Port wiring:
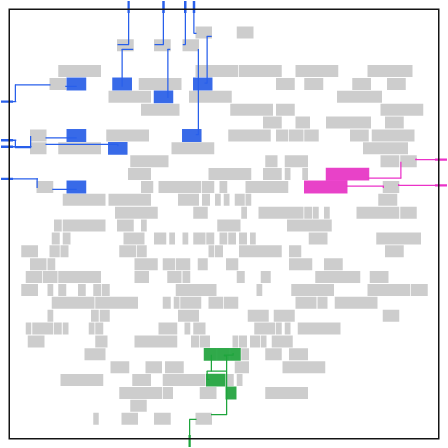
Cell outlines without signal wires:
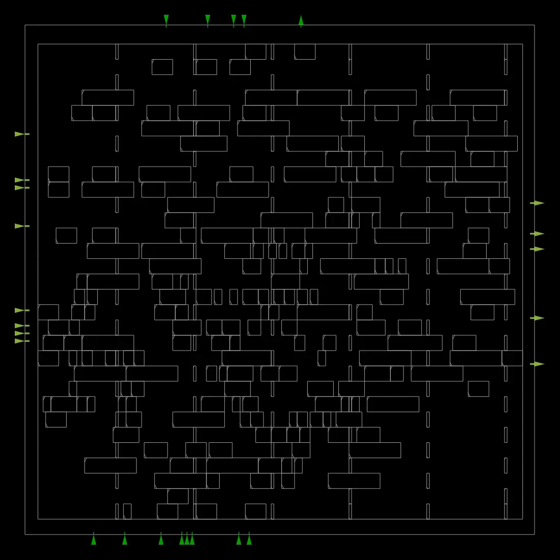
Routed metal, one color a layer:
Scale bar: 20 um.
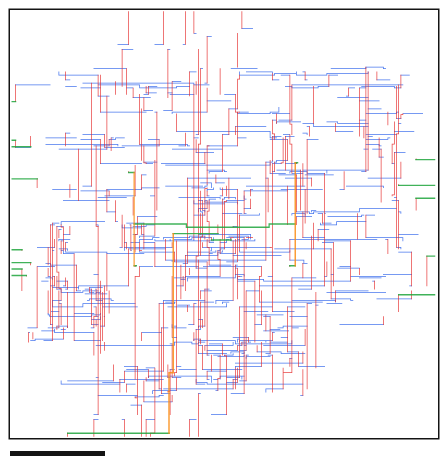
===== src/rtl/two_bit_seq_generator_pkg.sv =====
// Shared types and constants for the 2-bit sequence generator.
// State enum, symbol width, LFSR width/taps and default seed.
package two_bit_seq_pkg;

  localparam int SYM_W = 2;
  localparam int LFSR_W = 16;

  // Fibonacci taps 16,14,13,11 as a mask
  // over the right-shifting register.
  localparam logic [LFSR_W-1:0] LFSR_TAPS =
    16'h002D;
  localparam logic [LFSR_W-1:0] LFSR_SEED_DEF =
    16'hACE1;

  typedef enum logic [1:0] {
    IDLE,
    GAP,
    SEND,
    DONE
  } state_t;

endpackage


===== src/rtl/two_bit_seq_generator_if.sv =====
// Control/stream bundle of the 2-bit sequence generator.
// master: start/abort/pattern/gap/repeat_cnt out; slave drives the stream.
interface two_bit_seq_if
  import two_bit_seq_pkg::*;
#(
  parameter int PAT_SYMS = 4,
  parameter int GAP_W = 4,
  parameter int RPT_W = 4
);

  logic                    start;
  logic                    abort;
  logic [2*PAT_SYMS-1:0]   pattern;
  logic [GAP_W-1:0]        gap;
  logic [RPT_W-1:0]        repeat_cnt;
  logic [SYM_W-1:0]        data;
  logic                    data_vld;
  logic                    pat_end;
  logic                    busy;
  logic                    done;

  modport master (
    output start, abort, pattern,
    output gap, repeat_cnt,
    input  data, data_vld, pat_end,
    input  busy, done
  );

  modport slave (
    input  start, abort, pattern,
    input  gap, repeat_cnt,
    output data, data_vld, pat_end,
    output busy, done
  );

endinterface


===== src/rtl/two_bit_seq_generator_lfsr.sv =====
// 16-bit Fibonacci LFSR (taps 16,14,13,11), reset to SEED.
// Ports: clk, rst_n, en (shift once), sym (low symbol of state).
module seq_gen_lfsr16
  import two_bit_seq_pkg::*;
#(
  parameter logic [LFSR_W-1:0] SEED = LFSR_SEED_DEF
) (
  input  logic             clk,
  input  logic             rst_n,
  input  logic             en,
  output logic [SYM_W-1:0] sym
);

  logic [LFSR_W-1:0] q;
  logic              fb;

  assign fb  = ^(q & LFSR_TAPS);
  assign sym = q[SYM_W-1:0];

  always_ff @(posedge clk or negedge rst_n) begin
    if (!rst_n) begin
      q <= SEED;
    end else if (en) begin
      q <= {fb, q[LFSR_W-1:1]};
    end
  end

endmodule


===== src/rtl/two_bit_seq_generator.sv =====
// Serialises a pattern onto a 2-bit stream after LFSR filler gaps.
// Ports: clk, rst_n, bus (slave: controls in, data/vld/pat_end/busy/done out).
module two_bit_seq_generator
  import two_bit_seq_pkg::*;
#(
  parameter int PAT_SYMS = 4,
  parameter int GAP_W = 4,
  parameter int RPT_W = 4,
  parameter logic [LFSR_W-1:0] LFSR_SEED =
    LFSR_SEED_DEF
) (
  input logic        clk,
  input logic        rst_n,
  two_bit_seq_if.slave bus
);

  localparam int PAT_W = SYM_W * PAT_SYMS;
  localparam int IDX_W =
    (PAT_SYMS > 1) ? $clog2(PAT_SYMS) : 1;
  localparam logic [IDX_W-1:0] LAST_IDX =
    IDX_W'(PAT_SYMS - 1);

  state_t st_q, st_d;

  logic [PAT_W-1:0] pat_q, pat_d;
  logic [GAP_W-1:0] gap_q, gap_d;
  logic [GAP_W-1:0] gcnt_q, gcnt_d;
  logic [RPT_W-1:0] rpt_q, rpt_d;
  logic [IDX_W-1:0] idx_q, idx_d;
  logic [RPT_W-1:0] rpt_in;

  logic [SYM_W-1:0] data_d;
  logic             vld_d;
  logic             pe_d;
  logic             busy_d;
  logic             done_d;

  logic             lfsr_en;
  logic [SYM_W-1:0] fill;
  logic [SYM_W-1:0] syms [PAT_SYMS];
  logic [SYM_W-1:0] sym;

  seq_gen_lfsr16 #(
    .SEED (LFSR_SEED)
  ) u_lfsr (
    .clk   (clk),
    .rst_n (rst_n),
    .en    (lfsr_en),
    .sym   (fill)
  );

  // Symbol 0 is the MSB pair of the pattern.
  always_comb begin
    for (int i = 0; i < PAT_SYMS; i++) begin
      syms[i] =
        pat_q[(PAT_SYMS-1-i)*SYM_W +: SYM_W];
    end
  end

  assign sym = syms[idx_q];

  assign rpt_in =
    (bus.repeat_cnt == '0) ?
    RPT_W'(1) : bus.repeat_cnt;

  always_comb begin
    st_d    = st_q;
    pat_d   = pat_q;
    gap_d   = gap_q;
    gcnt_d  = gcnt_q;
    rpt_d   = rpt_q;
    idx_d   = idx_q;
    data_d  = '0;
    vld_d   = 1'b0;
    pe_d    = 1'b0;
    busy_d  = 1'b0;
    done_d  = 1'b0;
    lfsr_en = 1'b0;

    unique case (st_q)
      IDLE: begin
        if (bus.start && !bus.abort) begin
          pat_d  = bus.pattern;
          gap_d  = bus.gap;
          rpt_d  = rpt_in;
          gcnt_d = '0;
          idx_d  = '0;
          st_d   = (bus.gap != '0) ? GAP : SEND;
        end
      end
      GAP: begin
        data_d  = fill;
        vld_d   = 1'b1;
        busy_d  = 1'b1;
        lfsr_en = 1'b1;
        if (gcnt_q == gap_q - GAP_W'(1)) begin
          gcnt_d = '0;
          st_d   = SEND;
        end else begin
          gcnt_d = gcnt_q + GAP_W'(1);
        end
      end
      SEND: begin
        data_d = sym;
        vld_d  = 1'b1;
        busy_d = 1'b1;
        idx_d  = idx_q + IDX_W'(1);
        if (idx_q == LAST_IDX) begin
          pe_d  = 1'b1;
          idx_d = '0;
          rpt_d = rpt_q - RPT_W'(1);
          if (rpt_q == RPT_W'(1)) begin
            st_d = DONE;
          end else begin
            st_d = (gap_q == '0) ? SEND : GAP;
          end
        end
      end
      DONE: begin
        // busy stays up through the done pulse.
        busy_d = 1'b1;
        done_d = 1'b1;
        st_d   = IDLE;
      end
      default: begin
        st_d = IDLE;
      end
    endcase

    // Abort wins: quiet stream, no done,
    // LFSR frozen where it stands.
    if (bus.abort && st_q != IDLE) begin
      st_d    = IDLE;
      data_d  = '0;
      vld_d   = 1'b0;
      pe_d    = 1'b0;
      busy_d  = 1'b0;
      done_d  = 1'b0;
      lfsr_en = 1'b0;
    end
  end

  always_ff @(posedge clk or negedge rst_n) begin
    if (!rst_n) begin
      st_q   <= IDLE;
      pat_q  <= '0;
      gap_q  <= '0;
      gcnt_q <= '0;
      rpt_q  <= '0;
      idx_q  <= '0;
    end else begin
      st_q   <= st_d;
      pat_q  <= pat_d;
      gap_q  <= gap_d;
      gcnt_q <= gcnt_d;
      rpt_q  <= rpt_d;
      idx_q  <= idx_d;
    end
  end

  always_ff @(posedge clk or negedge rst_n) begin
    if (!rst_n) begin
      bus.data     <= '0;
      bus.data_vld <= 1'b0;
      bus.pat_end  <= 1'b0;
      bus.busy     <= 1'b0;
      bus.done     <= 1'b0;
    end else begin
      bus.data     <= data_d;
      bus.data_vld <= vld_d;
      bus.pat_end  <= pe_d;
      bus.busy     <= busy_d;
      bus.done     <= done_d;
    end
  end

endmodule


===== src/flat_wrapper.sv =====
// flat-port wrapper written by rule: the top's interface ports become plain ports
module two_bit_seq_generator_flat import two_bit_seq_pkg::*;
#(
  parameter int PAT_SYMS = 4,
  parameter int GAP_W = 4,
  parameter int RPT_W = 4,
  parameter logic [LFSR_W-1:0] LFSR_SEED =
    LFSR_SEED_DEF
)
  (clk, rst_n, bus_start, bus_abort, bus_pattern, bus_gap, bus_repeat_cnt, bus_data, bus_data_vld, bus_pat_end, bus_busy, bus_done);
  two_bit_seq_if #(.PAT_SYMS(PAT_SYMS), .GAP_W(GAP_W), .RPT_W(RPT_W)) bus_i ();
  input logic clk;
  input logic rst_n;
  input wire logic [$bits(bus_i.start)-1:0] bus_start;
  input wire logic [$bits(bus_i.abort)-1:0] bus_abort;
  input wire logic [$bits(bus_i.pattern)-1:0] bus_pattern;
  input wire logic [$bits(bus_i.gap)-1:0] bus_gap;
  input wire logic [$bits(bus_i.repeat_cnt)-1:0] bus_repeat_cnt;
  output wire logic [$bits(bus_i.data)-1:0] bus_data;
  output wire logic [$bits(bus_i.data_vld)-1:0] bus_data_vld;
  output wire logic [$bits(bus_i.pat_end)-1:0] bus_pat_end;
  output wire logic [$bits(bus_i.busy)-1:0] bus_busy;
  output wire logic [$bits(bus_i.done)-1:0] bus_done;
  assign bus_i.start = bus_start;
  assign bus_i.abort = bus_abort;
  assign bus_i.pattern = bus_pattern;
  assign bus_i.gap = bus_gap;
  assign bus_i.repeat_cnt = bus_repeat_cnt;
  assign bus_data = bus_i.data;
  assign bus_data_vld = bus_i.data_vld;
  assign bus_pat_end = bus_i.pat_end;
  assign bus_busy = bus_i.busy;
  assign bus_done = bus_i.done;
  two_bit_seq_generator #(.PAT_SYMS(PAT_SYMS), .GAP_W(GAP_W), .RPT_W(RPT_W), .LFSR_SEED(LFSR_SEED)) u_core (.clk(clk), .rst_n(rst_n), .bus(bus_i));
endmodule

===== config.mk =====
export PLATFORM = sky130hd
export DESIGN_NAME = two_bit_seq_generator_flat
export DESIGN_NICKNAME = d
export VERILOG_FILES = /design/src/rtl/two_bit_seq_generator_pkg.sv /design/src/rtl/two_bit_seq_generator_if.sv /design/src/rtl/two_bit_seq_generator_lfsr.sv /design/src/rtl/two_bit_seq_generator.sv /design/src/flat_wrapper.sv
export SDC_FILE = /design/constraint.sdc
export NUM_CORES = 1
export LEC_CHECK = 0
export ABC_CLOCK_PERIOD_IN_PS = 5800
export CORE_MARGIN = 2
export CORE_UTILIZATION = 30
export CTS_CLUSTER_DIAMETER = 60
export DETAILED_ROUTE_END_ITERATION = 8
export GPL_ROUTABILITY_DRIVEN = 1
export PLACE_DENSITY = 0.46
export RECOVER_POWER = 50
export SYNTH_ARGS = -nofsm -noshare
export SYNTH_HDL_FRONTEND = slang
export SYNTH_SLANG_ARGS = --single-unit

===== constraint.sdc =====
create_clock -name clk -period 5.8 [get_ports clk]
set_clock_uncertainty 0.1 [all_clocks]
set_input_delay 0.87 -clock clk [delete_from_list [all_inputs] [get_ports clk]]
set_output_delay 0.87 -clock clk [all_outputs]
set_load 0.02 [all_outputs]

==> impl_metrics.json <==
{
  "status": "complete, but fails checks",
  "violations": "capacitance limit, slew limit",
  "routed_wl_um": 4200,
  "finalPower_mw": 1.13,
  "grt_max_degree": 47,
  "drt_pass1_iterations": 4,
  "use_met3_pct": 2.67,
  "hold_depth": 2,
  "cp-end-kind": "async pin",
  "gr-usage-met2_pct": 18.4,
  "setup_viol": 0,
  "num_vias": 1435,
  "post-cts-setup-buffers": 0,
  "grt_pass1_wl_um": 7570,
  "period_used_pct": 49.4,
  "r2r_setup_slack_ns": 3.43,
  "worstRegToRegCells": 7,
  "synth_cell_types": 37,
  "yosysChipArea_sq_um": 2240,
  "post-dp-hpwl_um": 2970,
  "drtAntennaViolNets": 0,
  "n_antenna_cell": 0,
  "min_from": "u_core.u_lfsr.q[15]",
  "seq_area_sq_um": 1160,
  "dp.cells": 303,
  "combPwrFrac_pct": 39.7,
  "p_sw_share_pct": 36.6,
  "yosys-top-cells-area": "dfrtp_1, mux2_2, dfstp_2",
  "rows": 31,
  "drv_slew": 47,
  "drc": 0,
  "worstMarginPinSlew_ns": 2.53,
  "numSynthFlops": 46,
  "p_per_area_nw_per_um2": 422,
  "min_to": "u_core.u_lfsr.q[15]",
  "worstPathCellList": "clkbuf_1",
  "via_per_inst": 4.61,
  "cts_buffers": 5,
  "fp_util_pct": 30.9,
  "cp.buffers_inverters": 1,
  "clock_power_share_pct": 18.1,
  "cts_tree": "built",
  "worstSkewPairLatency_ns": 0.31,
  "synth_top_area_share_pct": 42.4,
  "ios": 26,
  "internal_power_uw": 715,
  "path_max_fanout": 46,
  "fillers": 762,
  "comb_area_sq_um": 1010,
  "ys_cells": 184,
  "cp.required_ns": 5.59,
  "crit_slowest_cell": "clkbuf_1",
  "grt_overflow_total": 0,
  "vdd_drop_max_mv": 0.107,
  "clkSinkCount": 46,
  "drv_cap": 1,
  "power.switching_uw": 413,
  "die_w_um": 90.4,
  "worstSetupPathType": "in2async",
  "grt_util_all_layers_pct": 11.5,
  "warnings": 32,
  "layout-drive-gt1-share_pct": 23.6,
  "clockBufferDepth": 2,
  "ctsResizeCount": 0,
  "path_delay_family": "buffers and inverters",
  "relSlewSlack_pct": -68.5,
  "layout.nets": 242,
  "postPlaceCellArea_sq_um": 2580,
  "r2r_start": "u_core.st_q[0]",
  "pwr-share-seq_pct": 42.1,
  "busiest_layer": "met2",
  "critPathLaunchType": "input pin",
  "synth_nets": 215,
  "period_minus_slack_ns": 2.86,
  "io_buffers": 25,
  "htreeDepth": 2,
  "path_clk_slew_ns": 0.10,
  "grt_pass1_vias": 1525,
  "fin_area_sq_um": 2670,
  "final.setup.tns_ns": 0,
  "antenna_found_initial": 0,
  "hold_violations": 0,
  "final_cells": 311,
  "syn_area_sq_um": 2240,
  "grt_setup_unrepaired": "no",
  "drt-wirelength-per-cell_um": 13.5,
  "core_area_sq_um": 7250,
  "die-area_sq_um": 8180,
  "fmax_mhz": 349,
  "gp_congestion": 0.737
}
Back to the opening pictures, 'port wiring':
bus_data -> magenta  # bits 2, direction output, edge right, end cells 2, wire 30.3 um
bus_pattern -> blue  # bits 8, direction input, edge 4 top, 4 left, end cells 8, wire 141 um
bus_abort -> green  # bits 1, direction input, edge bottom, end cells 5, wire 33.1 um

Back to the opening pictures, 'cell outlines without signal wires':
Layout Utilization: 36.8%
flop share of the area: 43.4%

Back to the opening pictures, 'routed metal, one color a layer':
metal 1 -> blue  # wire length 2,010 um
metal 2 -> red  # wire length 1,980 um
metal 4 -> orange  # wire length 84.6 um
metal 3 -> green  # wire length 119 um

==> stage by stage <==
stage / setup WS (ns) / hold WS (ns)
finish: 2.94 / 0.388
global route: 2.47 / 0.418
CTS: 3.18 / 0.390
detailed placement: 2.88 / 0.374
global placement: 2.90 / 0.372
floorplan: 3.87 / 0.355
==> cell type report <==
class                   count  share of cell area [%]
clock buffers               5                    2.57
flip-flops and latches     46                    43.4
multi-input cells         123                    37.9
repair buffers             25                    9.13
inverters                  10                    1.40
clock inverters             3                   0.890
well taps                  99                    4.63
==> metal layers <==
layer,routed length [um],share of wire (%)
met1,2010,48
met2,1980,47
met3,119,2.8
met4,84,2.0
met5,0,0
==> sequential cells by signal, summed over array words and instances (netlist names) <==
register             flops
u_core.u_lfsr.q         16
u_core.bus.data          2
u_core.gcnt_q            4
u_core.rpt_q             4
u_core.bus.pat_end       1
u_core.pat_q             8
u_core.bus.busy          1
u_core.bus.done          1
u_core.st_q              2
u_core.bus.data_vld      1
u_core.idx_q             2
u_core.gap_q             4
==> power by group through the flow <==
stage	clock network [mW]	logic [mW]	registers, mW
floorplan	0	0.343	0.472
global placement	0	0.456	0.482
detailed placement	0	0.454	0.483
CTS	0.214	0.456	0.477
global route	0.229	0.509	0.492
finish	0.205	0.448	0.475
==> placed cells by master (no fill, tap or decap), types with 5 or more instances in the layout <==
cell              n
a21oi_1           8
clkbuf_8          5
clkdlybuf4s50_1  23
dfrtp_1          38
dfstp_2           8
ha_1             11
inv_1            10
mux2_2           28
nand2_1          11
nor2_1            5
nor3_1            5
o21ai_0          11
xnor2_1           6
==> cell usage after synthesis (all sizes together) <==
library cell and instances:
nand2 12, and2b 1, ha 11, nand2b 3, a22oi 2, xor3 1, a221oi 1, a32o 2
nor2 7, mux4 2, clkbuf 1, or3 1, a21oi 8, a21o 2, nor3 5, xor2 1
inv 10, nand3b 1, nor3b 4, dfrtp 38, dfstp 8, nor2b 2, xnor2 6, mux2 28
buf 4, and3 1, and2 1, nor4 1, nor4b 1, mux2i 2, nand3 3, a21boi 2
o21ai 11, o311ai 1
==> how the worst max path moves through the flow <==
stage	start	end	slack [ns]	cells after the start
2_1_floorplan	u_core.gap_q[0]	u_core.st_q[1]	3.87	7
3_3_place_gp	bus_abort	u_core.rpt_q[0]	2.90	6
3_5_place_dp	bus_abort	u_core.rpt_q[0]	2.88	6
4_1_cts	bus_abort	u_core.rpt_q[0]	3.18	6
5_1_grt	rst_n	u_core.rpt_q[2]	2.47	1
6_report	rst_n	u_core.bus.data_vld	2.94	1
==> cells by family (layout without fill, tap and decap cells) <==
kind of cell / Yosys count / in the layout / share of synthesized area [%]
and+or+nand+nor: 43 / 43 / 10.4
AOI/OAI and AO/OA: 29 / 29 / 7.93
muxes: 32 / 32 / 17.0
xor gates and xnor gates: 8 / 8 / 3.80
adders and majority gates: 11 / 11 / 6.14
buffers and inverters: 15 / 43 / 2.96
DFF: 46 / 46 / 51.8
No activity file was given, so power comes from the tool's default toggle rates.
